**Gate families picked out**

Scale: 2 px per µm.
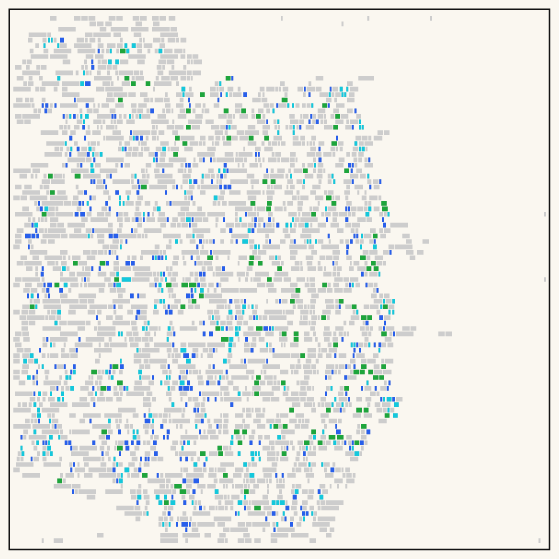
**Congestion heat map**

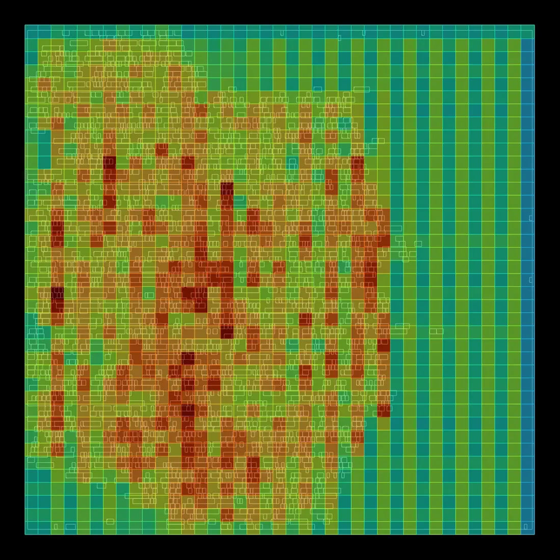
**Signal metal coverage by tile**

Scale: 1.5 px per µm. The die is cut into 27 by 27 equal tiles; white is low, dark blue is high, scaled to the fullest tile. Values are wire area over tile area, all layers added.
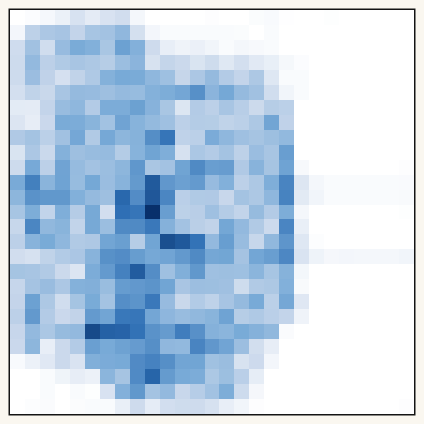
**Signal wires on met4**

Scale: 2 px per µm. Supply wires on this layer in grey.
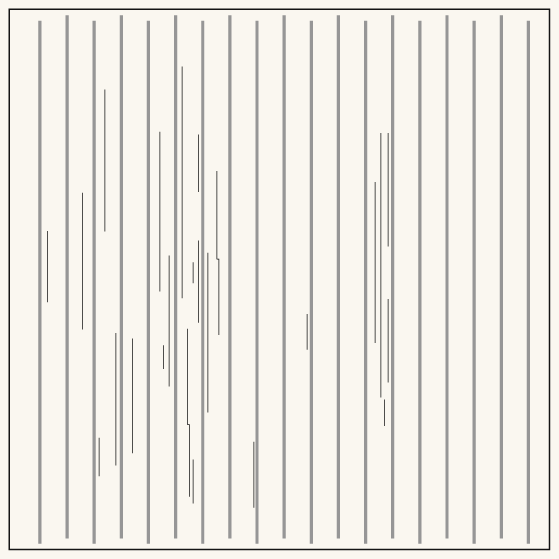
**Close-up of the layout**

Window x 120 to 150, y 66 to 96 µm. Cells in grey, sequential cells in the stronger grey; small squares are vias.
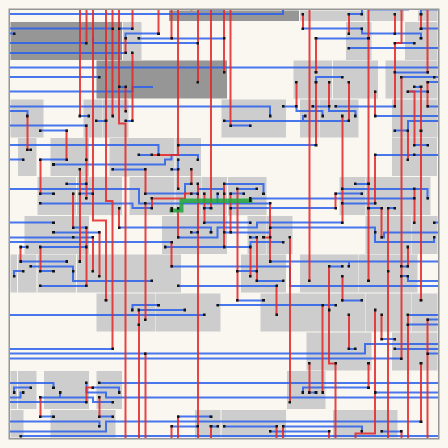
<file path="src/rtl/mole_field.sv">
// rtl/mole_field.sv - whack-a-mole playfield controller with per-hole lifetimes, round timer and scoring
//
// Purpose: N_MOLES holes, each with its own age counter. A game FSM (IDLE/ARM/PLAY/OVER)
// sweeps the LEDs while idle, arms a round on start, scores switch toggles against live
// moles by reaction time, and freezes the results once the round timer runs out.
//
// Optional feature macro: MOLE_MISS_PENALTY_EN
//   defined   - toggles on empty holes count as misses and deduct PENALTY points each
//   undefined - misses are ignored and the misses output is tied to 0
//
// Ports:
//   clk        in   system clock, all state on posedge
//   rst_n      in   asynchronous active-low reset
//   start      in   pulse, begins a round from IDLE or OVER
//   tick       in   game-time strobe
//   random     in   [N_MOLES] spawn mask, sampled on tick
//   life       in   [LIFE_W] mole lifetime in ticks, sampled in ARM (0 means 1)
//   round_len  in   [ROUND_W] round length in ticks, sampled in ARM (0 means 1)
//   switch     in   [N_MOLES] synchronised switch levels
//   moles      out  [N_MOLES] LED drive
//   score      out  [SCORE_W] saturating score
//   hits       out  [8] saturating hit count
//   misses     out  [8] saturating miss count
//   escapes    out  [8] saturating escape count
//   done       out  high while the round is over
module mole_field #(
    parameter int unsigned N_MOLES = 10,
    parameter int unsigned LIFE_W  = 8,
    parameter int unsigned ROUND_W = 16,
    parameter int unsigned SCORE_W = 24,
    parameter int unsigned PENALTY = 4
) (
    input  logic               clk,
    input  logic               rst_n,
    input  logic               start,
    input  logic               tick,
    input  logic [N_MOLES-1:0] random,
    input  logic [LIFE_W-1:0]  life,
    input  logic [ROUND_W-1:0] round_len,
    input  logic [N_MOLES-1:0] switch,
    output logic [N_MOLES-1:0] moles,
    output logic [SCORE_W-1:0] score,
    output logic [7:0]         hits,
    output logic [7:0]         misses,
    output logic [7:0]         escapes,
    output logic               done
);

    localparam int unsigned PTR_W = (N_MOLES > 1) ? $clog2(N_MOLES) : 1;
    localparam int unsigned CNT_W = $clog2(N_MOLES + 1);
    localparam int unsigned SUM_W = LIFE_W + $clog2(N_MOLES) + 1;
    localparam logic [SCORE_W-1:0] SCORE_MAX = '1;
    localparam logic [PTR_W-1:0]   PTR_LAST  = PTR_W'(N_MOLES - 1);

    typedef enum logic [1:0] {
        S_IDLE = 2'd0,
        S_ARM  = 2'd1,
        S_PLAY = 2'd2,
        S_OVER = 2'd3
    } state_t;

    state_t state_q, state_d;

    logic in_idle, in_arm, in_play;
    logic round_end;

    logic [PTR_W-1:0]   ptr_q, ptr_d;
    logic               dir_up_q, dir_up_d;
    logic [N_MOLES-1:0] moles_q, moles_d;
    logic [LIFE_W-1:0]  age_q [N_MOLES];
    logic [LIFE_W-1:0]  age_d [N_MOLES];
    logic [N_MOLES-1:0] sw_buf_q, sw_buf_d;
    logic [LIFE_W-1:0]  life_q, life_d;
    logic [ROUND_W-1:0] round_q, round_d;
    logic [SCORE_W-1:0] score_q, score_d;
    logic [7:0]         hits_q, hits_d;
    logic [7:0]         esc_q, esc_d;

    logic [N_MOLES-1:0] toggle, hit_v;
    logic [SUM_W-1:0]   pts_sum;
    logic [CNT_W-1:0]   hit_cnt, esc_cnt;
    logic [LIFE_W-1:0]  age_inc;
    logic [SCORE_W:0]   score_wide;
    logic [SCORE_W-1:0] score_hit;

`ifdef MOLE_MISS_PENALTY_EN
    logic [N_MOLES-1:0] miss_v;
    logic [CNT_W-1:0]   miss_cnt;
    logic [SCORE_W:0]   pen_amt;
    logic [7:0]         misses_q, misses_d;
`endif

    function automatic logic [7:0] sat_add8(input logic [7:0] a, input logic [CNT_W-1:0] b);
        logic [8:0] s;
        s = {1'b0, a} + 9'(b);
        return s[8] ? 8'hFF : s[7:0];
    endfunction

    // Round ends on the tick that consumes the last remaining round tick.
    assign round_end = tick && (round_q == ROUND_W'(1));

    // ---------------- FSM: state register ----------------
    always_ff @(posedge clk or negedge rst_n) begin
        if (!rst_n) begin
            state_q <= S_IDLE;
        end else begin
            state_q <= state_d;
        end
    end

    // ---------------- FSM: next state ----------------
    always_comb begin
        state_d = state_q;
        unique case (state_q)
            S_IDLE:  if (start) state_d = S_ARM;
            S_ARM:   state_d = S_PLAY;
            S_PLAY:  if (round_end) state_d = S_OVER;
            S_OVER:  if (start) state_d = S_ARM;
            default: state_d = S_IDLE;
        endcase
    end

    // ---------------- FSM: outputs ----------------
    always_comb begin
        in_idle = (state_q == S_IDLE);
        in_arm  = (state_q == S_ARM);
        in_play = (state_q == S_PLAY);
        done    = (state_q == S_OVER);
    end

    // ---------------- datapath next-state ----------------
    always_comb begin
        ptr_d      = ptr_q;
        dir_up_d   = dir_up_q;
        moles_d    = moles_q;
        age_d      = age_q;
        sw_buf_d   = sw_buf_q;
        life_d     = life_q;
        round_d    = round_q;
        score_d    = score_q;
        hits_d     = hits_q;
        esc_d      = esc_q;
        toggle     = '0;
        hit_v      = '0;
        pts_sum    = '0;
        hit_cnt    = '0;
        esc_cnt    = '0;
        age_inc    = '0;
        score_wide = '0;
        score_hit  = '0;
`ifdef MOLE_MISS_PENALTY_EN
        miss_v     = '0;
        miss_cnt   = '0;
        pen_amt    = '0;
        misses_d   = misses_q;
`endif

        if (in_idle) begin
            // Bouncing sweep: reverse at either end instead of wrapping.
            if (tick) begin
                if (dir_up_q) begin
                    if (ptr_q == PTR_LAST) begin
                        ptr_d    = ptr_q - PTR_W'(1);
                        dir_up_d = 1'b0;
                    end else begin
                        ptr_d = ptr_q + PTR_W'(1);
                    end
                end else begin
                    if (ptr_q == '0) begin
                        ptr_d    = ptr_q + PTR_W'(1);
                        dir_up_d = 1'b1;
                    end else begin
                        ptr_d = ptr_q - PTR_W'(1);
                    end
                end
            end
            moles_d = N_MOLES'(1) << ptr_d;
        end else if (in_arm) begin
            sw_buf_d = switch;
            moles_d  = '0;
            for (int i = 0; i < N_MOLES; i++) begin
                age_d[i] = '0;
            end
            score_d  = '0;
            hits_d   = '0;
            esc_d    = '0;
            life_d   = (life == '0) ? LIFE_W'(1) : life;
            round_d  = (round_len == '0) ? ROUND_W'(1) : round_len;
`ifdef MOLE_MISS_PENALTY_EN
            misses_d = '0;
`endif
        end else if (in_play) begin
            sw_buf_d = switch;
            toggle   = switch ^ sw_buf_q;
            hit_v    = toggle & moles_q;
`ifdef MOLE_MISS_PENALTY_EN
            miss_v   = toggle & ~moles_q;
`endif
            // Every decision uses moles_q (state at cycle start), so a hit
            // outranks expiry and a hole hit this cycle cannot respawn.
            for (int i = 0; i < N_MOLES; i++) begin
                if (hit_v[i]) begin
                    moles_d[i] = 1'b0;
                    pts_sum    = pts_sum + SUM_W'(life_q - age_q[i]);
                    hit_cnt    = hit_cnt + CNT_W'(1);
                end else if (tick && moles_q[i]) begin
                    age_inc  = age_q[i] + LIFE_W'(1);
                    age_d[i] = age_inc;
                    if (age_inc == life_q) begin
                        moles_d[i] = 1'b0;
                        esc_cnt    = esc_cnt + CNT_W'(1);
                    end
                end else if (tick && random[i]) begin
                    moles_d[i] = 1'b1;
                    age_d[i]   = '0;
                end
`ifdef MOLE_MISS_PENALTY_EN
                if (miss_v[i]) begin
                    miss_cnt = miss_cnt + CNT_W'(1);
                end
`endif
            end

            score_wide = {1'b0, score_q} + (SCORE_W + 1)'(pts_sum);
            score_hit  = score_wide[SCORE_W] ? SCORE_MAX : score_wide[SCORE_W-1:0];
            score_d    = score_hit;
`ifdef MOLE_MISS_PENALTY_EN
            // Penalty comes after this cycle's hit points, floored at zero.
            pen_amt  = (SCORE_W + 1)'(PENALTY) * (SCORE_W + 1)'(miss_cnt);
            score_d  = ({1'b0, score_hit} < pen_amt) ? '0 : (score_hit - pen_amt[SCORE_W-1:0]);
            misses_d = sat_add8(misses_q, miss_cnt);
`endif
            hits_d = sat_add8(hits_q, hit_cnt);
            esc_d  = sat_add8(esc_q, esc_cnt);

            if (tick) begin
                round_d = round_q - ROUND_W'(1);
                // Moles still up when time runs out vanish without counting as escapes.
                if (round_end) begin
                    moles_d = '0;
                end
            end
        end
    end

    // ---------------- datapath registers ----------------
    always_ff @(posedge clk or negedge rst_n) begin
        if (!rst_n) begin
            ptr_q    <= '0;
            dir_up_q <= 1'b1;
            moles_q  <= '0;
            for (int i = 0; i < N_MOLES; i++) begin
                age_q[i] <= '0;
            end
            sw_buf_q <= '0;
            life_q   <= LIFE_W'(1);
            round_q  <= ROUND_W'(1);
            score_q  <= '0;
            hits_q   <= '0;
            esc_q    <= '0;
        end else begin
            ptr_q    <= ptr_d;
            dir_up_q <= dir_up_d;
            moles_q  <= moles_d;
            age_q    <= age_d;
            sw_buf_q <= sw_buf_d;
            life_q   <= life_d;
            round_q  <= round_d;
            score_q  <= score_d;
            hits_q   <= hits_d;
            esc_q    <= esc_d;
        end
    end

`ifdef MOLE_MISS_PENALTY_EN
    always_ff @(posedge clk or negedge rst_n) begin
        if (!rst_n) begin
            misses_q <= '0;
        end else begin
            misses_q <= misses_d;
        end
    end

    assign misses = misses_q;
`else
    // PENALTY has no effect when miss handling is not built.
    logic unused_penalty;
    assign unused_penalty = (PENALTY != 0);
    assign misses         = '0;
`endif

    assign moles   = moles_q;
    assign score   = score_q;
    assign hits    = hits_q;
    assign escapes = esc_q;

endmodule

</file>
<file path="config.mk">
export PLATFORM = sky130hd
export DESIGN_NAME = mole_field
export DESIGN_NICKNAME = d
export VERILOG_FILES = /design/src/rtl/mole_field.sv
export SDC_FILE = /design/constraint.sdc
export NUM_CORES = 1
export LEC_CHECK = 0
export CORE_MARGIN = 1
export CORE_UTILIZATION = 30
export CTS_CLUSTER_SIZE = 40
export DETAILED_ROUTE_END_ITERATION = 10
export GPL_ROUTABILITY_DRIVEN = 0
export PLACE_DENSITY = 0.56
export SLEW_MARGIN = 5
export SYNTH_ARGS = -nofsm -noshare
export SYNTH_HDL_FRONTEND = slang
export SYNTH_SLANG_ARGS = --single-unit
</file>
<file path="constraint.sdc">
create_clock -name clk -period 27.8 [get_ports clk]
set_input_delay 5.56 -clock clk [delete_from_list [all_inputs] [get_ports clk]]
set_output_delay 5.56 -clock clk [all_outputs]
set_load 0.03 [all_outputs]
</file>
==> Slide: Implementation Results <==
Implementation Results

STA
  – Setup ws final: 7.68 ns
  – Clk_skew: 0.0162 ns
  – Worst slew margin: 0.301
  – FMAX: 49.7 MHz
  – Pins Over Slew Limit: 0

Finish
  – Layout fillers: 7435
  – Share of post-route cells with drive strength above 1: 0.0627
  – Largest register FFs: 80

Yosys
  – Mux frac, synth: 0.0510
  – Ys async rst share: 1.00
  – Post-Syn Area per Cell: 7.98 µm²
  – Adder-Cell Fraction of Synth Area: 0.165
  – Yosys warnings: 0
  – Cell Type Count: 85

Min path
  – Hold Crit Start: round_q[0]

Place
  – Dpl ws: 7.26 ns
  – Hpwl dp: 49.3 mm
  – Cell Area, Placed: 23400 µm²

GRT
  – Largest net degree at the start of global routing: 81
  – Initial antenna violation count: 0
  – First-pass GRT wire length: 104 mm

Floorplan
  – Fp util: 0.305
  – Die Y: 269 µm
  – Die width: 269 µm
  – Cell row count: 97

Outcome
  – Status: complete, no violations

CTS
  – H-tree levels: 4
  – Deepest clock path buffer count: 2

Critical path
  – Delay-heaviest family, CP: AND-OR/OR-AND gates

Routing
  – Wire per inst: 17.6 µm
-- 'gate families picked out' (at the start) --
nor cells -> cyan  # cells 275
non-inverting ao/oa cells -> green  # cells 127
nand cells -> blue  # cells 369

-- 'congestion heat map' (at the start) --
GR Util All Layers: 0.179
final design utilization: 0.341
M2 GR Usage: 0.279
met1 Use GR: 0.257
global routing's busiest layer: met2

-- 'signal metal coverage by tile' (at the start) --
tiles over half the peak = 16%
fullest tile = 0.55
emptiest ninth of the die = north-east
mean over tiles = 0.14
nearly empty tiles = 29%

-- 'signal wires on met4' (at the start) --
main direction = vertical
longest straight run = 132 µm
wire length on this layer = 1310 µm
share of all routed wire = 2.0%
nets with wire on the layer = 18
final wirelength: 64.9 mm
total number of vias: 19269

-- 'close-up of the layout' (at the start) --
M1 -> blue
M3 -> green
M2 -> red
cells with their middle in the window = 54
most frequent = ha_1 (13), a21oi_1 (8), xnor2_1 (6)
sequential cells in the window = 2
netlist names of flops here include = age_q (2)

through the flow:
step / utilization
6_report: 0.341
3_5_place_dp: 0.332
3_3_place_gp: 0.332
5_1_grt: 0.341
2_1_floorplan: -
4_1_cts: 0.341
layout make-up:
| type | instances | area [µm²] | area share |
|---|---|---|---|
| multi-input combinational | 2216 | 16000 | 0.668 |
| sequential | 171 | 4280 | 0.179 |
| tap | 940 | 1180 | 0.0490 |
| timing repair buffer | 119 | 1140 | 0.0474 |
| inverter | 204 | 766 | 0.0319 |
| clock buffer | 17 | 425 | 0.0177 |
| clock inverter | 15 | 176 | 0.00736 |
Yosys cell counts, types with 18 or more instances:
| master | count | area share |
|---|---|---|
| ha_1 | 246 | 0.14 |
| and2_1 | 24 | 0.0070 |
| o21ai_1 | 18 | 0.0042 |
| nand2_1 | 238 | 0.042 |
| inv_1 | 197 | 0.034 |
| xor2_1 | 99 | 0.040 |
| nor2_1 | 157 | 0.027 |
| a21oi_1 | 216 | 0.050 |
| xnor2_1 | 223 | 0.091 |
| nor4_1 | 20 | 0.0058 |
| nand4_1 | 19 | 0.0055 |
| or3_1 | 21 | 0.0061 |
| o21ai_0 | 177 | 0.041 |
| mux2_2 | 82 | 0.043 |
| nor3_1 | 53 | 0.012 |
| a21o_1 | 70 | 0.024 |
| dfrtp_1 | 168 | 0.20 |
| a31oi_1 | 41 | 0.012 |
| and3_1 | 36 | 0.010 |
| clkbuf_1 | 78 | 0.014 |
| nand3_1 | 84 | 0.020 |
| fa_1 | 22 | 0.021 |
| o31ai_1 | 26 | 0.0091 |
| o21a_1 | 19 | 0.0066 |
| nor2b_1 | 29 | 0.0085 |
| o21bai_1 | 53 | 0.019 |
